<file path="src/rtl/sprite_pony_pkg.sv">
// Shared types and constants for the sprite-core SPI command master.
package sprite_pony_pkg;

  localparam int unsigned SPI_WORD_WIDTH      = 8;
  localparam int unsigned SPI_BIT_CNT_W       = 3;
  localparam logic        SPI_CPOL            = 1'b0;
  localparam logic        SPI_CPHA            = 1'b1;
  localparam int unsigned SPI_HALF_PERIOD_MIN = 3;

  typedef enum logic [2:0] {
    ST_IDLE,
    ST_SETUP,
    ST_LEAD,
    ST_TRAIL,
    ST_WAIT,
    ST_HOLD,
    ST_GAP
  } spi_state_t;

endpackage

</file>
<file path="src/rtl/spi_cmd_master_tick_gen.sv">
// Half-period divider: counts 0..HALF_PERIOD-1 and flags the wrap cycle.
module spi_tick_gen #(
  parameter int unsigned HALF_PERIOD = 4
) (
  input  logic clk,
  input  logic reset_n,
  input  logic clear,
  output logic tick
);

  localparam int unsigned CNT_W = (HALF_PERIOD > 1) ? $clog2(HALF_PERIOD) : 1;

  logic [CNT_W-1:0] cnt_q, cnt_d;
  logic             tick_q, tick_d;

  // tick_q is high exactly while cnt_q sits at its last value
  always_comb begin
    cnt_d  = cnt_q;
    tick_d = 1'b0;
    if (clear) begin
      cnt_d = '0;
    end else if (cnt_q == CNT_W'(HALF_PERIOD - 1)) begin
      cnt_d = '0;
    end else begin
      cnt_d  = cnt_q + CNT_W'(1);
      tick_d = (cnt_d == CNT_W'(HALF_PERIOD - 1));
    end
  end

  always_ff @(posedge clk or negedge reset_n) begin
    if (!reset_n) begin
      cnt_q  <= '0;
      tick_q <= 1'b0;
    end else begin
      cnt_q  <= cnt_d;
      tick_q <= tick_d;
    end
  end

  assign tick = tick_q;

endmodule

</file>
<file path="src/rtl/spi_cmd_master.sv">
// SPI initiator (CPOL=0, CPHA=1, MSB first) turning a valid/ready byte stream into CS-framed transfers.
module spi_cmd_master
  import sprite_pony_pkg::*;
#(
  parameter int unsigned HALF_PERIOD = 4,
  parameter int unsigned CS_SETUP    = 1,
  parameter int unsigned CS_HOLD     = 1,
  parameter int unsigned CS_IDLE     = 2
) (
  input  logic       clk,
  input  logic       reset_n,
  input  logic       cmd_valid,
  output logic       cmd_ready,
  input  logic [7:0] cmd_data,
  input  logic       cmd_last,
  output logic       rx_valid,
  output logic [7:0] rx_data,
  output logic       busy,
  output logic       spi_sclk,
  output logic       spi_mosi,
  input  logic       spi_miso,
  output logic       spi_cs
);

  localparam int unsigned PH_W = 8;
  localparam int unsigned W    = SPI_WORD_WIDTH;

  spi_state_t         state_q, state_d;
  logic [W-1:0]       shreg_q, shreg_d;
  logic [W-1:0]       rx_shreg_q, rx_shreg_d;
  logic [SPI_BIT_CNT_W-1:0] bit_cnt_q, bit_cnt_d;
  logic [PH_W-1:0]    ph_cnt_q, ph_cnt_d;
  logic               last_q, last_d;
  logic               miso_s1_q, miso_s2_q;
  logic               cmd_ready_q, cmd_ready_d;
  logic               rx_valid_q, rx_valid_d;
  logic [W-1:0]       rx_data_q, rx_data_d;
  logic               busy_q, busy_d;
  logic               spi_sclk_q, spi_sclk_d;
  logic               spi_mosi_q, spi_mosi_d;
  logic               spi_cs_q, spi_cs_d;
  logic               tick;
  logic               accept_c;
  logic               state_entry_c;

  assign accept_c      = cmd_valid && cmd_ready_q;
  assign state_entry_c = (state_d != state_q);

  spi_tick_gen #(
    .HALF_PERIOD (HALF_PERIOD)
  ) u_tick_gen (
    .clk     (clk),
    .reset_n (reset_n),
    .clear   (state_entry_c),
    .tick    (tick)
  );

  // Next-state, datapath and registered-output logic
  always_comb begin
    state_d    = state_q;
    shreg_d    = shreg_q;
    rx_shreg_d = rx_shreg_q;
    bit_cnt_d  = bit_cnt_q;
    last_d     = last_q;
    rx_valid_d = 1'b0;
    rx_data_d  = rx_data_q;
    spi_cs_d   = spi_cs_q;
    spi_mosi_d = spi_mosi_q;
    ph_cnt_d   = tick ? (ph_cnt_q + PH_W'(1)) : ph_cnt_q;

    case (state_q)
      ST_IDLE: begin
        if (accept_c) begin
          shreg_d  = cmd_data;
          last_d   = cmd_last;
          spi_cs_d = 1'b0;
          state_d  = ST_SETUP;
        end
      end
      ST_SETUP: begin
        if (tick && (ph_cnt_q == PH_W'(CS_SETUP - 1))) begin
          bit_cnt_d = SPI_BIT_CNT_W'(W - 1);
          state_d   = ST_LEAD;
        end
      end
      ST_LEAD: begin
        // Sample on the SCLK fall; MOSI/MISO have had the whole high phase to settle
        if (tick) begin
          rx_shreg_d = {rx_shreg_q[W-2:0], miso_s2_q};
          state_d    = ST_TRAIL;
        end
      end
      ST_TRAIL: begin
        if (tick) begin
          if (bit_cnt_q != '0) begin
            bit_cnt_d = bit_cnt_q - SPI_BIT_CNT_W'(1);
            shreg_d   = {shreg_q[W-2:0], 1'b0};
            state_d   = ST_LEAD;
          end else begin
            rx_valid_d = 1'b1;
            rx_data_d  = rx_shreg_q;
            state_d    = last_q ? ST_HOLD : ST_WAIT;
          end
        end
      end
      ST_WAIT: begin
        if (accept_c) begin
          shreg_d   = cmd_data;
          last_d    = cmd_last;
          bit_cnt_d = SPI_BIT_CNT_W'(W - 1);
          state_d   = ST_LEAD;
        end
      end
      ST_HOLD: begin
        if (tick && (ph_cnt_q == PH_W'(CS_HOLD - 1))) begin
          spi_cs_d = 1'b1;
          state_d  = ST_GAP;
        end
      end
      ST_GAP: begin
        if (tick && (ph_cnt_q == PH_W'(CS_IDLE - 1))) begin
          state_d = ST_IDLE;
        end
      end
      default: state_d = ST_IDLE;
    endcase

    if (state_entry_c) begin
      ph_cnt_d = '0;
    end

    // MOSI launches together with the SCLK rise, from the value being shifted in this cycle
    if ((state_d == ST_LEAD) && (state_q != ST_LEAD)) begin
      spi_mosi_d = shreg_d[W-1];
    end
    if ((state_d == ST_IDLE) || (state_d == ST_GAP)) begin
      spi_mosi_d = 1'b0;
    end

    spi_sclk_d  = (state_d == ST_LEAD) ^ SPI_CPOL;
    cmd_ready_d = (state_d == ST_IDLE) || (state_d == ST_WAIT);
    busy_d      = (state_d != ST_IDLE);
  end

  always_ff @(posedge clk or negedge reset_n) begin
    if (!reset_n) begin
      state_q     <= ST_IDLE;
      shreg_q     <= '0;
      rx_shreg_q  <= '0;
      bit_cnt_q   <= '0;
      ph_cnt_q    <= '0;
      last_q      <= 1'b0;
      miso_s1_q   <= 1'b0;
      miso_s2_q   <= 1'b0;
      cmd_ready_q <= 1'b0;
      rx_valid_q  <= 1'b0;
      rx_data_q   <= '0;
      busy_q      <= 1'b0;
      spi_sclk_q  <= SPI_CPOL;
      spi_mosi_q  <= 1'b0;
      spi_cs_q    <= 1'b1;
    end else begin
      state_q     <= state_d;
      shreg_q     <= shreg_d;
      rx_shreg_q  <= rx_shreg_d;
      bit_cnt_q   <= bit_cnt_d;
      ph_cnt_q    <= ph_cnt_d;
      last_q      <= last_d;
      miso_s1_q   <= spi_miso;
      miso_s2_q   <= miso_s1_q;
      cmd_ready_q <= cmd_ready_d;
      rx_valid_q  <= rx_valid_d;
      rx_data_q   <= rx_data_d;
      busy_q      <= busy_d;
      spi_sclk_q  <= spi_sclk_d;
      spi_mosi_q  <= spi_mosi_d;
      spi_cs_q    <= spi_cs_d;
    end
  end

  assign cmd_ready = cmd_ready_q;
  assign rx_valid  = rx_valid_q;
  assign rx_data   = rx_data_q;
  assign busy      = busy_q;
  assign spi_sclk  = spi_sclk_q;
  assign spi_mosi  = spi_mosi_q;
  assign spi_cs    = spi_cs_q;

endmodule

</file>
<file path="config.mk">
export PLATFORM = sky130hd
export DESIGN_NAME = spi_cmd_master
export DESIGN_NICKNAME = d
export VERILOG_FILES = /design/src/rtl/sprite_pony_pkg.sv /design/src/rtl/spi_cmd_master_tick_gen.sv /design/src/rtl/spi_cmd_master.sv
export SDC_FILE = /design/constraint.sdc
export NUM_CORES = 1
export LEC_CHECK = 0
export ABC_CLOCK_PERIOD_IN_PS = 3500
export CAP_MARGIN = 10
export CORE_AREA = 3 3 91 84
export CTS_BUF_LIST = sky130_fd_sc_hd__clkbuf_8
export CTS_CLUSTER_SIZE = 10
export DETAILED_ROUTE_END_ITERATION = 8
export DIE_AREA = 0 0 94 87
export GPL_ROUTABILITY_DRIVEN = 0
export PLACE_DENSITY = 0.6
export SLEW_MARGIN = 10
export SYNTH_ARGS = -nofsm -noshare
export SYNTH_HDL_FRONTEND = slang
export SYNTH_SLANG_ARGS = --single-unit
</file>
<file path="constraint.sdc">
create_clock -name clk -period 3.5 [get_ports clk]
set_input_delay 0.35 -clock clk [delete_from_list [all_inputs] [get_ports clk]]
set_output_delay 0.35 -clock clk [all_outputs]
set_load 0.02 [all_outputs]
</file>
gate_families.png
(4 px per µm)
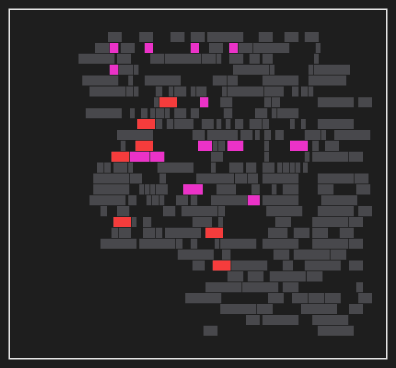
Key: magenta = AND and OR gates [cells 13, most used and2_0]; red = adder and majority cells [cells 7, most used ha_1]
fin cells: 322
most frequent logic cell in the layout: dfrtp_1

drive_strength.png
(4 px per µm)
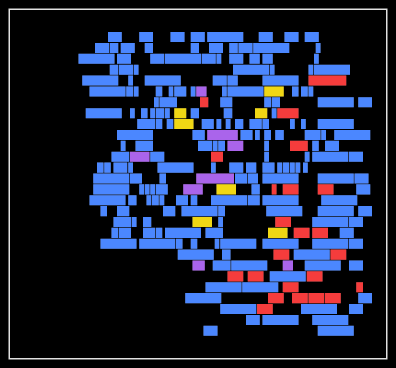
Key: red = drive 2 [cells 23, share 9.9%, most used mux2_2]; purple = drive 3 to 4 [cells 8, share 3.4%]; yellow = drive 6 and up [cells 7, share 3.0%, most used clkbuf_8]; blue = drive 1 or less [cells 194, share 84%, most used dfrtp_1]

==> impl_metrics.ini <==
; generated from flow reports
[hold_path]
hold_class = in2async

[timing]
worst_pin_slew_ns = 0.8624
fin_crit_sh_pct = 58.95
fmax_mhz = 484.7
tns_ns = 0
skew_ns = 0.008664
rsz0062_at_grt = false
slew_headroom_pct = 42.51
setup-violations-final = 0

[yosys]
area_leaders = dfrtp_1 52%, mux2_2 7.6%, ha_1 3.7%
synth-main-ff-cell = dfrtp_1
postSynthSeqShare_pct = 53.08
synth_flops = 50
edf_count = 0
syn_avg_cell_area_um2 = 11.51
synth_top_area_share_pct = 51.96
yosysUniqueCellTypes = 51
yosys_cells = 205

[critical_path]
crit_type = reg2reg
ff2ff_path_depth = 4
r2r-start = u_tick_gen.tick
cpMaxStageDelayCell = dfrtp_1
rrSetupSlack_ns = 1.44
crit_start = u_tick_gen.tick
cp.depth = 4
crit_end = ph_cnt_q[1]

[cts]
clock_sinks = 50
numCtsBuffers = 5
cts_hold_buf = 0

[grt]
grt.met1_usage_pct = 17.24
antenna_found_initial = 0
grt_use_met2_pct = 16.25

[routing]
wl_met2_mm = 1.768
wl_mm = 4.236
met1_length_mm = 2.258
wl_per_cell_um = 13.16
via_per_inst = 4.929
first_iter_violations = 78

[floorplanning]
io_pins = 27
fp_util_pct = 35.45
fp.coreArea_mm2 = 0.006656

[outcome]
outcome = finished clean

[pwr]
leakage_nw = 1.221
final_placement.png
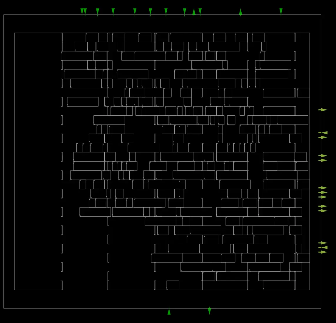
sequential cells: 50
Fillers: 644
Tapcells: 90
flop share of the area: 44.87%

kinds of logic after synthesis:
| family | Yosys count | synth area share, % |
|---|---|---|
| fa+ha+maj | 7 | 3.711 |
| xor+xnor | 8 | 2.969 |
| compound gates | 32 | 11.08 |
| simple gates | 69 | 17.07 |
| mux | 17 | 8.059 |
| flops | 50 | 53.08 |
| buf+inv | 22 | 4.029 |
worst register-to-register path, cell delays in order, from the launching register on:
cell and delay [ns]:
dfrtp_1 0.63, or4b_4 0.59, o2111ai_4 0.26, a31o_2 0.35, nor3_1 0.09
final cells by class:
| cell class | instances | area, µm² | share of cell area [%] |
|---|---|---|---|
| Tap cell | 90 | 112.6 | 4.034 |
| Timing Repair Buffer | 28 | 270.3 | 9.682 |
| Multi-Input combinational cell | 133 | 1012 | 36.26 |
| Clock inverter | 3 | 26.28 | 0.9413 |
| Clock buffer | 5 | 68.82 | 2.465 |
| Inverter | 13 | 48.80 | 1.748 |
| Sequential cell | 50 | 1252 | 44.87 |
where the power goes:
part / internal (mW) / switching (mW) / leakage [nW]
clock network: 0.147 / 0.204 / 0.0491
registers: 0.738 / 0.157 / 0.642
logic: 0.279 / 0.288 / 0.530
cell usage in the layout, fill, tap and decap left out, types with 2 or more instances in the layout:
cell,n
dfrtp_1,49
clkdlybuf4s50_1,25
nand2_1,18
mux2_2,16
inv_1,12
nor2_1,12
nor3_1,12
a21oi_1,7
ha_1,7
a221o_1,5
clkbuf_8,5
xor2_1,4
nand4_1,4
xnor2_1,4
and2_0,4
o21ai_0,3
or4b_4,2
nor2b_1,2
nand4b_1,2
o2bb2ai_1,2
o22ai_1,2
inv_6,2
buf_4,2
No activity file was given, so power comes from the tool's default toggle rates.
